File: src/rtl/glcd_frame_refresh.sv
// ---------------------------------------------------------------------------
// glcd_frame_refresh
//
// Refresh engine for a KS0108-class multi-chip graphic LCD. After power-up
// (panel reset pulse, settle wait, DISPLAY ON to every chip) it streams a
// page/column framebuffer to the panel, one frame per accepted enable.
// Every bus write is SETUP / E-HIGH / HOLD, each CLK_DIV clocks long. The
// chip selects, RS and the data bus are only changed on entry to SETUP.
//
// Optional feature (compile-time macro GLCD_DIRTY_PAGE_EN):
//   adds page_dirty / page_clr. Pages whose dirty bit is clear are skipped
//   entirely, and a refreshed page pulses its page_clr bit when finished.
//
// Ports
//   clk, reset        system clock, asynchronous active-high reset
//   en                start a frame (sampled only while idle)
//   fb_rd_en          framebuffer read strobe, data expected one clock later
//   fb_page, fb_col   framebuffer read address (page, global column)
//   fb_data           framebuffer read data
//   lcd_reset_n       panel reset (active-low)
//   lcd_cs            one active-high chip select per controller chip
//   lcd_rs            0 = command, 1 = display data
//   lcd_rw            tied to write
//   lcd_e             enable strobe
//   lcd_data          panel data bus
//   busy              a frame is in progress
//   frame_done        one-clock pulse after the last write of a frame
//   page_dirty        (GLCD_DIRTY_PAGE_EN) pages that need refreshing
//   page_clr          (GLCD_DIRTY_PAGE_EN) one-clock "page refreshed" pulse
// ---------------------------------------------------------------------------
module glcd_frame_refresh #(
    parameter int CLK_DIV    = 4,
    parameter int NUM_CHIPS  = 2,
    parameter int CHIP_COLS  = 64,
    parameter int NUM_PAGES  = 8,
    parameter int RST_CYCLES = 256,
    localparam int PAGE_W = (NUM_PAGES > 1) ? $clog2(NUM_PAGES) : 1,
    localparam int GCOL_W = (NUM_CHIPS * CHIP_COLS > 1) ? $clog2(NUM_CHIPS * CHIP_COLS) : 1
) (
    input  logic                 clk,
    input  logic                 reset,
    input  logic                 en,
    output logic                 fb_rd_en,
    output logic [PAGE_W-1:0]    fb_page,
    output logic [GCOL_W-1:0]    fb_col,
    input  logic [7:0]           fb_data,
    output logic                 lcd_reset_n,
    output logic [NUM_CHIPS-1:0] lcd_cs,
    output logic                 lcd_rs,
    output logic                 lcd_rw,
    output logic                 lcd_e,
    output logic [7:0]           lcd_data,
    output logic                 busy,
    output logic                 frame_done
`ifdef GLCD_DIRTY_PAGE_EN
    ,
    input  logic [NUM_PAGES-1:0] page_dirty,
    output logic [NUM_PAGES-1:0] page_clr
`endif
);

    localparam int CHIP_W = (NUM_CHIPS > 1) ? $clog2(NUM_CHIPS) : 1;
    localparam int COL_W  = (CHIP_COLS > 1) ? $clog2(CHIP_COLS) : 1;
    localparam int BUS_W  = $clog2(3 * CLK_DIV + 1);
    localparam int TMR_W  = $clog2(RST_CYCLES + 1);

    localparam logic [7:0] CMD_DISP_ON  = 8'h3F;
    localparam logic [7:0] CMD_SET_PAGE = 8'hB8;
    localparam logic [7:0] CMD_SET_COL0 = 8'h40;

    typedef enum logic [3:0] {
        PWR_RST,
        PWR_WAIT,
        DISP_ON,
        IDLE,
        SET_PAGE,
        SET_COL,
        FETCH,
        WRITE,
        NEXT
    } state_t;

    state_t              state;
    logic [TMR_W-1:0]    tmr;
    logic [BUS_W-1:0]    bus_cnt;
    logic [PAGE_W-1:0]   page;
    logic [CHIP_W-1:0]   chip;
    logic [COL_W-1:0]    col;
    logic                fetch_ph;
    // Set when a frame starts with no page to refresh; the frame then
    // runs SET_PAGE -> NEXT without touching the bus.
    logic                skip;

    logic [NUM_PAGES-1:0] dirty_mask;
    logic                 bus_state;
    logic                 bus_done;
    logic [BUS_W-1:0]     bus_nxt;
    logic [PAGE_W:0]      first_pg;
    logic [PAGE_W:0]      next_pg;
    logic                 last_chip;
    logic                 last_col;

`ifdef GLCD_DIRTY_PAGE_EN
    assign dirty_mask = page_dirty;
`else
    assign dirty_mask = '1;
`endif

    assign lcd_rw = 1'b0;

    // Lowest page at or above 'from' whose mask bit is set.
    // Result is {found, page}.
    function automatic logic [PAGE_W:0] find_page(input logic [NUM_PAGES-1:0] mask,
                                                  input int from);
        logic [PAGE_W:0] r;
        r = '0;
        for (int i = NUM_PAGES - 1; i >= 0; i--) begin
            if (i >= from && mask[i]) begin
                r = {1'b1, PAGE_W'(i)};
            end
        end
        return r;
    endfunction

    function automatic logic [NUM_CHIPS-1:0] cs_of(input logic [CHIP_W-1:0] c);
        return NUM_CHIPS'(1) << c;
    endfunction

    function automatic logic [GCOL_W-1:0] gcol(input logic [CHIP_W-1:0] c,
                                               input logic [COL_W-1:0] k);
        return GCOL_W'(c) * GCOL_W'(CHIP_COLS) + GCOL_W'(k);
    endfunction

    assign bus_state = ((state == DISP_ON) || (state == SET_COL) || (state == WRITE) ||
                        ((state == SET_PAGE) && !skip));
    assign bus_nxt   = bus_cnt + 1'b1;
    assign bus_done  = (bus_cnt == BUS_W'(3 * CLK_DIV - 1));
    assign first_pg  = find_page(dirty_mask, 0);
    assign next_pg   = find_page(dirty_mask, int'(page) + 1);
    assign last_chip = (chip == CHIP_W'(NUM_CHIPS - 1));
    assign last_col  = (col == COL_W'(CHIP_COLS - 1));

    always_ff @(posedge clk or posedge reset) begin
        if (reset) begin
            state       <= PWR_RST;
            tmr         <= '0;
            bus_cnt     <= '0;
            page        <= '0;
            chip        <= '0;
            col         <= '0;
            fetch_ph    <= 1'b0;
            skip        <= 1'b0;
            fb_rd_en    <= 1'b0;
            fb_page     <= '0;
            fb_col      <= '0;
            lcd_reset_n <= 1'b0;
            lcd_cs      <= '0;
            lcd_rs      <= 1'b0;
            lcd_e       <= 1'b0;
            lcd_data    <= '0;
            busy        <= 1'b0;
            frame_done  <= 1'b0;
`ifdef GLCD_DIRTY_PAGE_EN
            page_clr    <= '0;
`endif
        end else begin
            frame_done <= 1'b0;
`ifdef GLCD_DIRTY_PAGE_EN
            page_clr   <= '0;
`endif
            // Shared bus-phase sequencer: count 0..3*CLK_DIV-1 inside any
            // write state, E high for counts CLK_DIV..2*CLK_DIV-1. States
            // entering a write restart the count by loading bus_cnt <= 0.
            if (bus_state) begin
                if (!bus_done) begin
                    bus_cnt <= bus_nxt;
                end
                if (bus_nxt == BUS_W'(CLK_DIV)) begin
                    lcd_e <= 1'b1;
                end else if (bus_nxt == BUS_W'(2 * CLK_DIV)) begin
                    lcd_e <= 1'b0;
                end
            end

            case (state)
                PWR_RST: begin
                    if (tmr == TMR_W'(RST_CYCLES - 1)) begin
                        tmr         <= '0;
                        lcd_reset_n <= 1'b1;
                        state       <= PWR_WAIT;
                    end else begin
                        tmr <= tmr + 1'b1;
                    end
                end

                PWR_WAIT: begin
                    if (tmr == TMR_W'(RST_CYCLES - 1)) begin
                        tmr      <= '0;
                        bus_cnt  <= '0;
                        lcd_cs   <= '1;
                        lcd_rs   <= 1'b0;
                        lcd_data <= CMD_DISP_ON;
                        state    <= DISP_ON;
                    end else begin
                        tmr <= tmr + 1'b1;
                    end
                end

                DISP_ON: begin
                    if (bus_done) begin
                        lcd_cs <= '0;
                        state  <= IDLE;
                    end
                end

                IDLE: begin
                    if (en) begin
                        busy  <= 1'b1;
                        chip  <= '0;
                        col   <= '0;
                        state <= SET_PAGE;
                        if (first_pg[PAGE_W]) begin
                            page     <= first_pg[PAGE_W-1:0];
                            bus_cnt  <= '0;
                            lcd_cs   <= cs_of('0);
                            lcd_rs   <= 1'b0;
                            lcd_data <= CMD_SET_PAGE | 8'(first_pg[PAGE_W-1:0]);
                        end else begin
                            page <= '0;
                            skip <= 1'b1;
                        end
                    end
                end

                SET_PAGE: begin
                    if (skip) begin
                        state <= NEXT;
                    end else if (bus_done) begin
                        bus_cnt  <= '0;
                        lcd_data <= CMD_SET_COL0;
                        state    <= SET_COL;
                    end
                end

                SET_COL: begin
                    if (bus_done) begin
                        col      <= '0;
                        fetch_ph <= 1'b0;
                        fb_rd_en <= 1'b1;
                        fb_page  <= page;
                        fb_col   <= gcol(chip, '0);
                        state    <= FETCH;
                    end
                end

                // Read request is one clock, the byte is captured the next.
                FETCH: begin
                    if (!fetch_ph) begin
                        fb_rd_en <= 1'b0;
                        fetch_ph <= 1'b1;
                    end else begin
                        fetch_ph <= 1'b0;
                        bus_cnt  <= '0;
                        lcd_rs   <= 1'b1;
                        lcd_data <= fb_data;
                        state    <= WRITE;
                    end
                end

                // The panel auto-increments its column, so only the last
                // column of a chip needs the NEXT bookkeeping state.
                WRITE: begin
                    if (bus_done) begin
                        if (last_col) begin
                            col   <= '0;
                            state <= NEXT;
                        end else begin
                            col      <= col + 1'b1;
                            fb_rd_en <= 1'b1;
                            fb_col   <= gcol(chip, col + 1'b1);
                            state    <= FETCH;
                        end
                    end
                end

                NEXT: begin
                    if (skip) begin
                        skip       <= 1'b0;
                        frame_done <= 1'b1;
                        busy       <= 1'b0;
                        state      <= IDLE;
                    end else if (!last_chip) begin
                        chip     <= chip + 1'b1;
                        bus_cnt  <= '0;
                        lcd_cs   <= cs_of(chip + 1'b1);
                        lcd_rs   <= 1'b0;
                        lcd_data <= CMD_SET_PAGE | 8'(page);
                        state    <= SET_PAGE;
                    end else begin
                        chip <= '0;
`ifdef GLCD_DIRTY_PAGE_EN
                        page_clr <= NUM_PAGES'(1) << page;
`endif
                        if (next_pg[PAGE_W]) begin
                            page     <= next_pg[PAGE_W-1:0];
                            bus_cnt  <= '0;
                            lcd_cs   <= cs_of('0);
                            lcd_rs   <= 1'b0;
                            lcd_data <= CMD_SET_PAGE | 8'(next_pg[PAGE_W-1:0]);
                            state    <= SET_PAGE;
                        end else begin
                            page       <= '0;
                            lcd_cs     <= '0;
                            frame_done <= 1'b1;
                            busy       <= 1'b0;
                            state      <= IDLE;
                        end
                    end
                end

                default: state <= PWR_RST;
            endcase
        end
    end

endmodule

File: config.mk
export PLATFORM = sky130hd
export DESIGN_NAME = glcd_frame_refresh
export DESIGN_NICKNAME = d
export VERILOG_FILES = /design/src/rtl/glcd_frame_refresh.sv
export SDC_FILE = /design/constraint.sdc
export NUM_CORES = 1
export LEC_CHECK = 0
export CORE_MARGIN = 3
export CORE_UTILIZATION = 30
export CTS_CLUSTER_SIZE = 28
export DETAILED_ROUTE_END_ITERATION = 10
export PLACE_DENSITY_LB_ADDON = 0.25
export SLEW_MARGIN = 25
export SYNTH_ARGS = -nofsm -noshare
export SYNTH_HDL_FRONTEND = slang
export SYNTH_SLANG_ARGS = --single-unit
File: constraint.sdc
create_clock -name clk -period 2.1 [get_ports clk]
set_input_delay 0.42 -clock clk [delete_from_list [all_inputs] [get_ports clk]]
set_output_delay 0.42 -clock clk [all_outputs]
set_load 0.01 [all_outputs]
**Run 1: met1 routing**

Scale bar: 20 microns. Cells faint in the background.
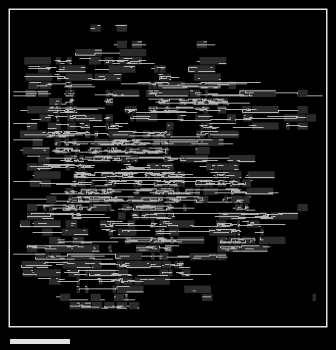
share of all routed wire = 48%
wire length on this layer = 3430 microns
routed wire length: 7090 microns
met1 usage: 0.174
routed vias: 2435

**Run 1: metal 2**

Cells faint in the background.
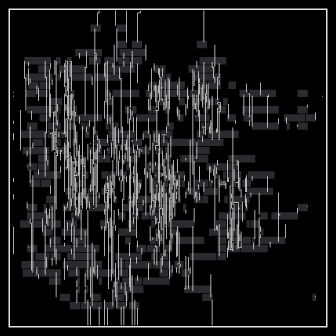
nets with wire on the layer = 322
wire length on this layer = 3280 microns
share of all routed wire = 46%
met2 usage: 0.208

==> results.json, run 1 <==
{
  "cp_max_fo": 4,
  "drt_iter0_drc": 157,
  "ff_type": "dfrtp_1",
  "cp.arrival_ns": 2.21,
  "ys_area_sq_mm": 0.00296,
  "ys_ff": 54,
  "first_global_vias": 2424,
  "swShare": 0.220,
  "topCellsByArea": "dfrtp_1, mux2_2, nand2_1",
  "syn_area_per_cell_sq_um": 9.52,
  "dp_hpwl_microns": 5320,
  "num_io_pins": 38,
  "clkSinkCount": 54,
  "clock_path_buffers": 2,
  "drv_cap": 0,
  "dp_cells": 487,
  "share_comb_of_total_power": 0.049,
  "power_frac_seq": 0.604,
  "r2r_cells": 7,
  "syn-num-nets": 327,
  "synthArstFlopShare": 1.00,
  "cts_tree": "done",
  "finalSetupTns_ns": 0,
  "routedWlPerCell_microns": 14.3,
  "yosysSeqAreaShare": 0.456,
  "yosysMostFrequentCell": "dfrtp_1",
  "end_kind": "flip-flop",
  "drt_pass1_iterations": 4,
  "p_per_area_mw_per_mm2": 469,
  "power.switching_mw": 0.383,
  "top_cells_by_count": "dfrtp_1, nand2_1, nor2_1, o21ai_0, mux2_2",
  "synth-edff-count": 0,
  "die_x_microns": 105,
  "grt_start_max_net_pins": 55,
  "path_class": "flip-flop to flip-flop",
  "rsz0062_at_grt": "no",
  "fp.dieH_microns": 105,
  "gp_congestion": 0.884,
  "regToRegEndpoint": "state[1]",
  "power.internal_mw": 1.36,
  "ys_warn_count": 0,
  "period_needed_ns": 1.96,
  "warning_count": 28,
  "status": "finished, final reports clean",
  "fp_util": 0.314,
  "hold_violations": 0,
  "maxSlewViolCount": 0,
  "r2r_start": "col[1]",
  "critPathCapture": "state[1]",
  "finalNonFillerCells": 495,
  "clk-insertion-delay-late_ns": 0.31,
  "whs_ns": 0.476,
  "cts_setup_buffers": 0,
  "synth_area_sq_mm": 0.00296,
  "fp-row-count": 35,
  "start_kind": "flip-flop",
  "max_freq_mhz": 510,
  "worst_ir_drop_vdd_mv": 0.251,
  "route.detailed.drc": 0,
  "p_clk_frac": 0.347,
  "setup_viol": 0,
  "fin_skew_ns": 0.0100,
  "period_used_share": 0.934,
  "overflow": 0,
  "yosys-stat-cells": 311,
  "cts_buffers": 5,
  "grtUsageTotal": 0.129,
  "holdCritPathClass": "input port to async pin",
  "drtAntennaViolNets": 0,
  "antenna_found_initial": 0,
  "antenna_cells": 0,
  "post-route-util": 0.394,
  "top_cell_area_share": 0.456,
  "rrSetupSlack_ns": 0.14,
  "coreArea_sq_mm": 0.00942,
  "syn_inst": 311,
  "crit_start": "col[1]",
  "yosysTopAreaCell": "dfrtp_1",
  "drive_gt1_frac": 0.164,
  "dieArea_sq_mm": 0.0111,
  "cts-root-buf": "clkbuf_8",
  "area_delta_synth_final_pct": 25.4,
  "nets": 381,
  "htree_levels": 2,
  "post_drt_via_cell_ratio": 4.92,
  "path_clk_slew_ns": 0.09,
  "grt_pass1_wl_microns": 11800,
  "port_buffers": 36
}
**Run 1: met3 routing**

Scale bar: 20 microns. Cells faint in the background.
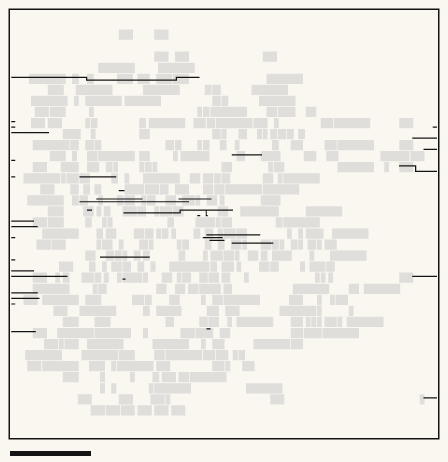
longest straight run = 26.7 microns
nets with wire on the layer = 32
share of all routed wire = 3.9%
main direction = horizontal
global routing usage on met3: 0.0257

## run 1: metal layers
layer,share of wire,global-route usage
met5,0,0
met4,0.014,0.0384
met3,0.039,0.0257
met2,0.46,0.208
met1,0.48,0.174
## run 1: power groups by stage
stage | clock [mW] | sequential [mW] | combinational, mW
4_1_cts | 0.626 | 1.05 | 0.0891
5_1_grt | 0.666 | 1.05 | 0.0960
3_5_place_dp | 0 | 1.07 | 0.0894
2_1_floorplan | 0 | 1.07 | 0.0334
3_3_place_gp | 0 | 1.07 | 0.0887
6_report | 0.604 | 1.05 | 0.0858
## run 1: final cells by class
class	count	area, sq um
repair buffers	62	581
clock inverters	1	5.00
flip-flops and latches	54	1350
well taps	129	161
multi-input cells	231	1490
inverters	11	41.3
fillers	978	5700
clock buffers	7	86.3
## run 1: through the flow
stage	area, sq um	worst slack [ns]	total power [mW]
2_1_floorplan	2960	0.0911	1.11
3_3_place_gp	3610	0.108	1.16
3_5_place_dp	3610	0.0865	1.16
4_1_cts	3700	0.0688	1.77
5_1_grt	3710	0.00135	1.81
6_report	3710	0.139	1.74
## run 1: flip-flops by register name, summed over array words and instances, names as in the netlist
name / count
busy: 1
frame_done: 1
lcd_data: 8
col: 6
fb_rd_en: 1
lcd_cs: 2
state: 4
lcd_reset_n: 1
lcd_e: 1
page: 3
bus_cnt: 4
chip: 1
fetch_ph: 1
lcd_rs: 1
tmr: 9
fb_page: 3
fb_col: 7
## run 1: what timing repair did
action	in CTS	in global routing
hold buffers	0	0
setup endpoints to repair	0	10
gates resized	0	4
## run 1: worst min path at each step
| stage | from | endpoint | slack [ns] |
|---|---|---|---|
| finish | reset | fb_col[3] | 0.48 |
| global route | lcd_reset_n | lcd_reset_n | 0.49 |
| floorplan | tmr[6] | tmr[6] | 0.46 |
| detailed placement | lcd_reset_n | lcd_reset_n | 0.45 |
| global placement | lcd_reset_n | lcd_reset_n | 0.45 |
| CTS | lcd_reset_n | lcd_reset_n | 0.48 |
## run 1: cells in the final DEF (no fill, tap or decap), types with 4 or more instances in the layout
cell type,instances
nor2_1,33
ha_1,5
mux2_2,14
nand2_1,38
dfrtp_1,53
buf_4,24
and3_1,6
nor2b_1,5
o21ai_0,21
mux2i_1,4
nor3_1,10
o2bb2ai_1,6
xnor2_1,7
inv_1,10
a21oi_1,10
xor2_1,7
clkbuf_8,6
a31oi_1,5
nand3_1,7
nand2b_1,7
clkdlybuf4s50_1,36
## run 1: worst max-delay path, cell delays in order, from the launching register on
cell and delay, ns:
dfrtp_1 0.42, ha_1 0.25, and3_1 0.25, and3_1 0.24, buf_4 0.15, or2_2 0.34
o211ai_1 0.10, a22o_1 0.17
## run 1: logic make-up (layout without fill, tap and decap cells)
group | Yosys count | after routing | synth area share
simple gates | 128 | 128 | 0.219
compound gates | 65 | 65 | 0.149
flops | 54 | 54 | 0.456
buf+inv | 26 | 81 | 0.0448
mux | 18 | 18 | 0.0668
xor+xnor | 14 | 14 | 0.0414
fa+ha+maj | 5 | 5 | 0.0211
other cells | 1 | 1 | 0.00127
**Run 1: cell placement**

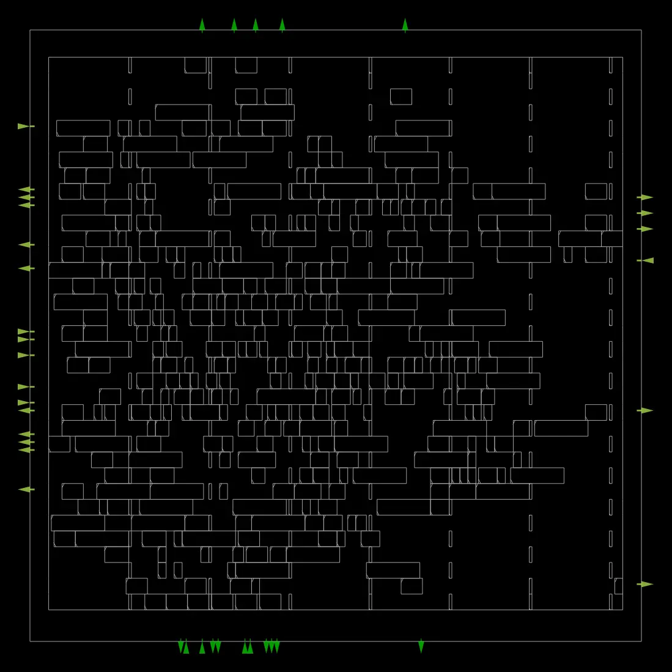

==> run 2, diff against run 1 <==
ABC_AREA = 1   (was unset)
clock period = 2.5 ns   (was 2.1 ns; I/O delays follow)
**Run 2: cell placement**

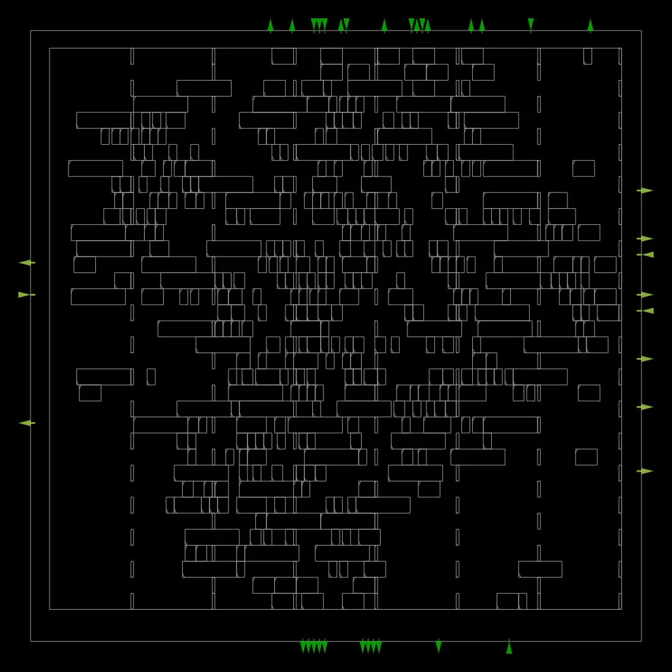
Seq/total area: 0.390
post-route insts no fill: 551
core area: 0.00924 sq mm

**Run 2: metal 2**

Cells faint in the background.
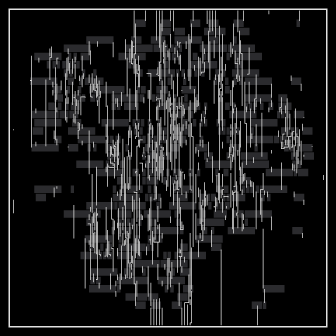
routed wire length: 6390 microns
met2 usage: 0.203
routed vias: 2503

==> results.json, run 2 <==
{
  "clkSinkCount": 54,
  "syn_inst": 381,
  "yosysTopAreaCell": "dfrtp_1",
  "finalSetupTns_ns": 0,
  "hold_violations": 0,
  "warning_count": 28,
  "status": "finished, final reports clean",
  "maxSlewViolCount": 0,
  "cts_setup_buffers": 0,
  "drt_pass1_iterations": 4,
  "rsz0062_at_grt": "no",
  "largest_register": "tmr",
  "holdBufCountCts": 0,
  "end_kind": "flip-flop",
  "ys_warn_count": 0,
  "cts-root-buf": "clkbuf_8",
  "drt_iter0_drc": 146,
  "lay_top_cells": "nand2_1, dfrtp_1, inv_1",
  "setup_viol": 0,
  "p_clk_frac": 0.355,
  "fp-row-count": 35,
  "power.switching_mw": 0.298,
  "grt_pass1_wl_microns": 11200,
  "nets": 437,
  "htree_levels": 2,
  "cp.arrival_ns": 2.06,
  "antenna_cells": 0,
  "power.internal_mw": 1.11,
  "whs_ns": 0.484,
  "yosysSeqAreaShare": 0.472,
  "p_per_area_mw_per_mm2": 408,
  "port_buffers": 36,
  "drtAntennaViolNets": 0,
  "yosys-stat-cells": 381,
  "logic_area_sq_mm": 0.00130,
  "fp_util": 0.310,
  "swShare": 0.211,
  "ys_ff": 54,
  "drive_gt1_frac": 0.0616,
  "cts_tree": "done",
  "top_regs": "tmr x9, lcd_data x8, fb_col x7",
  "fp.dieH_microns": 104,
  "drv_cap": 0,
  "final_common_cell": "nand2_1",
  "yosysMostFrequentCell": "nand2_1",
  "period_needed_ns": 1.85,
  "cts_buffers": 5,
  "clock_path_buffers": 2,
  "path_clk_slew_ns": 0.09,
  "worst_ir_drop_vdd_mv": 0.167,
  "top_cells_by_count": "nand2_1, dfrtp_1, inv_1, nand3_1, nor2_1",
  "share_comb_of_total_power": 0.027,
  "dieArea_sq_mm": 0.0107,
  "overflow": 0,
  "die_x_microns": 104,
  "cts_resized": 0,
  "cp_max_fo": 6,
  "synth_area_sq_mm": 0.00286,
  "path_class": "flip-flop to flip-flop",
  "clk-insertion-delay-late_ns": 0.31,
  "synth-edff-count": 0,
  "topCellsByArea": "dfrtp_1, nand2_1, nand3_1",
  "area_delta_synth_final_pct": 21.0,
  "start_kind": "flip-flop"
}
**Run 2: register map, names as in the netlist**

Other sequential cells in the stronger gray, the rest of the logic in the fainter gray.
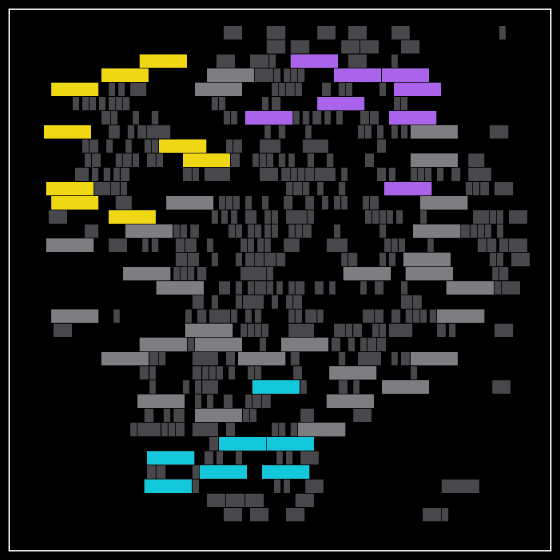
fb_col -> cyan  # flops 7, where bottom middle
tmr -> yellow  # flops 9, where top left
lcd_data -> purple  # flops 8
fin util: 0.375
Seq power: 0.873 mW
Register Area: 0.00135 sq mm

## run 2: kinds of logic (layout without fill, tap and decap cells)
group / after synthesis / after routing / synth area share
simple gates: 230 / 230 / 0.348
flops: 54 / 54 / 0.472
buf+inv: 51 / 92 / 0.0726
compound gates: 34 / 34 / 0.0652
xor+xnor: 6 / 6 / 0.0184
fa+ha+maj: 5 / 5 / 0.0219
other cells: 1 / 1 / 0.00131
## run 2: worst max-delay path, stage by stage, from the launching register on
cell,delay [ns]
dfrtp_1,0.40
ha_1,0.23
nand3_1,0.28
nand3_1,0.18
nand2_1,0.09
nor2_1,0.23
nand3_1,0.19
nand2_1,0.10
nand2_1,0.06
## run 2: per-stage QoR
step | area [sq um] | setup slack (ns) | power (mW)
final | 3460 | 0.649 | 1.41
after global routing | 3460 | 0.477 | 1.48
after CTS | 3460 | 0.661 | 1.44
after detailed placement | 3370 | 0.637 | 0.930
after global placement | 3370 | 0.659 | 0.930
after floorplan | 2860 | 0.685 | 0.905
## run 2: area by class of cell
| type | count | share of cell area |
|---|---|---|
| repair buffers | 37 | 0.110 |
| clock buffers | 7 | 0.0249 |
| multi-input cells | 276 | 0.376 |
| clock inverters | 1 | 0.00145 |
| inverters | 47 | 0.0510 |
| well taps | 129 | 0.0466 |
| flip-flops and latches | 54 | 0.390 |
## run 2: final timing paths
kind | from | end | cells after the start
max | bus_cnt[0] | state[2] | 8
min reg2reg | lcd_data[3] | lcd_data[3] | 2
max in group asynchronous | reset | lcd_data[6] | 3
min in group asynchronous | reset | page[2] | 3
min | lcd_data[3] | lcd_data[3] | 2
max reg2reg | bus_cnt[0] | state[2] | 8
## run 2: metal layers
metal  GRT usage  vias to the layer above  wire length, microns
met5           0                        -                     0
met4      0.0427                        0                    79
met3      0.0255                        6                   196
met2       0.203                       32                  3140
met1       0.165                     1180                  2970
li1            -                     1285                     -
## run 2: power groups by stage
stage | clock (mW) | combinational (mW) | sequential, mW
2_1_floorplan | 0 | 0.0149 | 0.890
3_3_place_gp | 0 | 0.0404 | 0.890
3_5_place_dp | 0 | 0.0404 | 0.890
4_1_cts | 0.527 | 0.0403 | 0.873
5_1_grt | 0.563 | 0.0438 | 0.873
6_report | 0.501 | 0.0383 | 0.873
==> run 3, diff against run 2 <==
clock period = 1.6 ns   (was 2.5 ns; I/O delays follow)
==> results.json, run 3 <==
{
  "period_used_share": 0.976,
  "drt_iter0_drc": 124,
  "ys_ff": 54,
  "share_comb_of_total_power": 0.028,
  "final_common_cell": "nand2_1",
  "ff_type": "dfrtp_1",
  "drive_gt1_frac": 0.278,
  "whs_ns": 0.418,
  "holdCritPathClass": "input port to async pin",
  "syn-num-nets": 397,
  "fp_util": 0.310,
  "fp.dieH_microns": 104,
  "path_class": "flip-flop to flip-flop",
  "rsz0062_at_grt": "yes",
  "topCellsByArea": "dfrtp_1, nand2_1, nand3_1",
  "final_cell_area_sq_mm": 0.00405,
  "ys_warn_count": 0,
  "hold_violations": 0,
  "p_clk_frac": 0.362,
  "largest_reg_flops": 9,
  "largest_register": "tmr",
  "crit_start": "state[2]",
  "syn_area_per_cell_sq_um": 7.51,
  "cp.arrival_ns": 1.81,
  "yosys-stat-cells": 381,
  "max_freq_mhz": 640,
  "overflow": 0,
  "coreArea_sq_mm": 0.00924,
  "end_kind": "flip-flop",
  "post_drt_via_cell_ratio": 4.50,
  "r2r_start": "state[2]",
  "fp-row-count": 35,
  "power.internal_mw": 1.74,
  "cp_max_fo": 8,
  "path_clk_slew_ns": 0.10,
  "grt_pass1_wl_microns": 12000,
  "yosysMostFrequentCell": "nand2_1",
  "power_frac_seq": 0.611,
  "clkSinkCount": 54,
  "cts_tree": "done",
  "grt_start_max_net_pins": 55,
  "clk-insertion-delay-late_ns": 0.31,
  "die_x_microns": 104,
  "r2r_cells": 9,
  "drv_cap": 0,
  "cts-root-buf": "clkbuf_8",
  "worst_ir_drop_vdd_mv": 0.267,
  "route.detailed.drc": 0,
  "synth-edff-count": 0,
  "placed_area_sq_mm": 0.00367,
  "warning_count": 30,
  "setup_viol": 0,
  "dieArea_sq_mm": 0.0107,
  "grtUsageTotal": 0.131,
  "cts_buffers": 5,
  "nets": 486,
  "clock_path_buffers": 2,
  "drt_pass1_iterations": 6,
  "maxSlewViolCount": 0,
  "p_per_area_mw_per_mm2": 552,
  "gp_congestion": 0.876,
  "start_kind": "flip-flop",
  "regToRegEndpoint": "lcd_data[0]",
  "drtAntennaViolNets": 0,
  "period_needed_ns": 1.56,
  "status": "finished, final reports clean",
  "yosysSeqAreaShare": 0.472,
  "yosysTopAreaCell": "dfrtp_1",
  "num_io_pins": 38,
  "power.switching_mw": 0.493,
  "top_cells_by_count": "nand2_1, dfrtp_1, inv_1, nand3_1, nor2_1",
  "holdBufCountCts": 0,
  "antenna_cells": 0,
  "port_buffers": 36,
  "dp_hpwl_microns": 5130,
  "lay_top_cells": "nand2_1, dfrtp_1, buf_4",
  "syn_inst": 381
}
==> run 3: cell counts after synthesis <==
No cell type changed its count.
==> run 3: critical path: stages (launching register included) <==
cell and delay [ns]:
dfrtp_2 0.45, buf_4 0.14, inv_1 0.09, nor2_2 0.07, nand3_1 0.12, buf_4 0.13
nand3_2 0.09, nor2_4 0.21, nand3_1 0.10, nand2_1 0.09
==> run 3: logic make-up (layout without fill, tap and decap cells) <==
kind of cell	count (synthesis)	in the layout	synth area share
other	1	1	0.00131
AND-OR/OR-AND	34	34	0.0652
XOR/XNOR	6	6	0.0184
AND/OR/NAND/NOR	230	232	0.348
buffers and inverters	51	139	0.0726
flip-flops	54	54	0.472
adder cells (fa/ha/maj)	5	5	0.0219
==> run 3: per-layer routing <==
metal | GRT usage | share of wire | wire length (microns) | vias to the layer above
met4 | 0.0332 | 0.015 | 110 | 0
met5 | 0 | 0 | 0 | -
met1 | 0.172 | 0.46 | 3260 | 1260
met3 | 0.0237 | 0.033 | 236 | 11
li1 | - | - | - | 1387
met2 | 0.225 | 0.49 | 3490 | 44
==> run 3: worst min path at each step <==
stage / from / to / slack [ns] / cells past startpoint
final: reset / fb_col[3] / 0.42 / 3
after global routing: reset / fb_col[3] / 0.47 / 3
after CTS: reset / fb_col[5] / 0.43 / 3
after detailed placement: lcd_data[7] / lcd_data[7] / 0.47 / 2
after global placement: lcd_data[1] / lcd_data[1] / 0.46 / 2
after floorplan: reset / bus_cnt[0] / 0.39 / 1
==> run 3: stage by stage <==
stage	setup WS, ns	utilization	TNS, ns	std cells
after floorplan	0.119	-	0	381
after global placement	-0.0515	0.397	-0.526	582
after detailed placement	-0.0919	0.397	-0.990	582
after CTS	-0.00762	0.410	-0.0125	591
after global routing	-0.0811	0.438	-1.10	600
final	0.0385	0.438	0	600
==> run 3: what timing repair did <==
item | in CTS | in global routing
pin swaps | 0 | 11
endpoints found under the setup margin | 14 | 44
gates cloned | 0 | 2
setup buffers | 1 | 7
resized | 4 | 66
==> run 3: area by class of cell <==
class                   count  area, sq um
clock inverters             2         12.5
well taps                 129          161
clock buffers               6         82.6
multi-input cells         278         1510
inverters                  47          185
repair buffers             84          737
fillers                   935         5190
flip-flops and latches     54         1360
==> run 3: power by group through the flow <==
stage	Combinational [mW]	Sequential [mW]	Clock [mW]
global placement	0.0640	1.39	0
CTS	0.0642	1.36	0.843
detailed placement	0.0638	1.39	0
floorplan	0.0237	1.39	0
global route	0.0707	1.36	0.895
finish	0.0615	1.36	0.808
**Run 3: met3 routing**

Scale bar: 20 microns. Cells faint in the background.
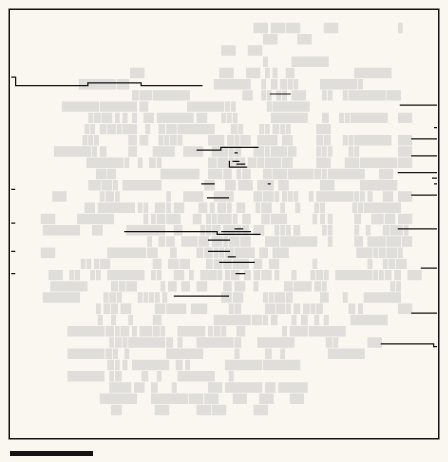
routed wire length: 7100 microns
routed vias: 2702
global routing usage on met3: 0.0237

**Run 3: metal 2**

Cells faint in the background.
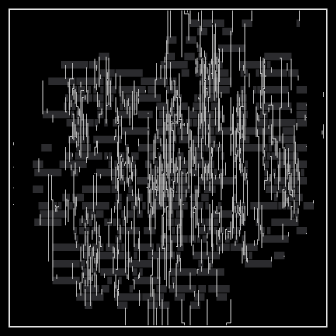
met2 usage: 0.225

**Run 3: met1 routing**

Scale bar: 20 microns. Cells faint in the background.
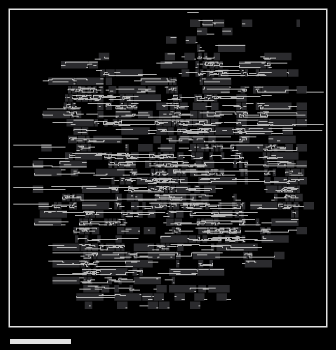
met1 usage: 0.172

Power is estimated from default activity; no workload was simulated.
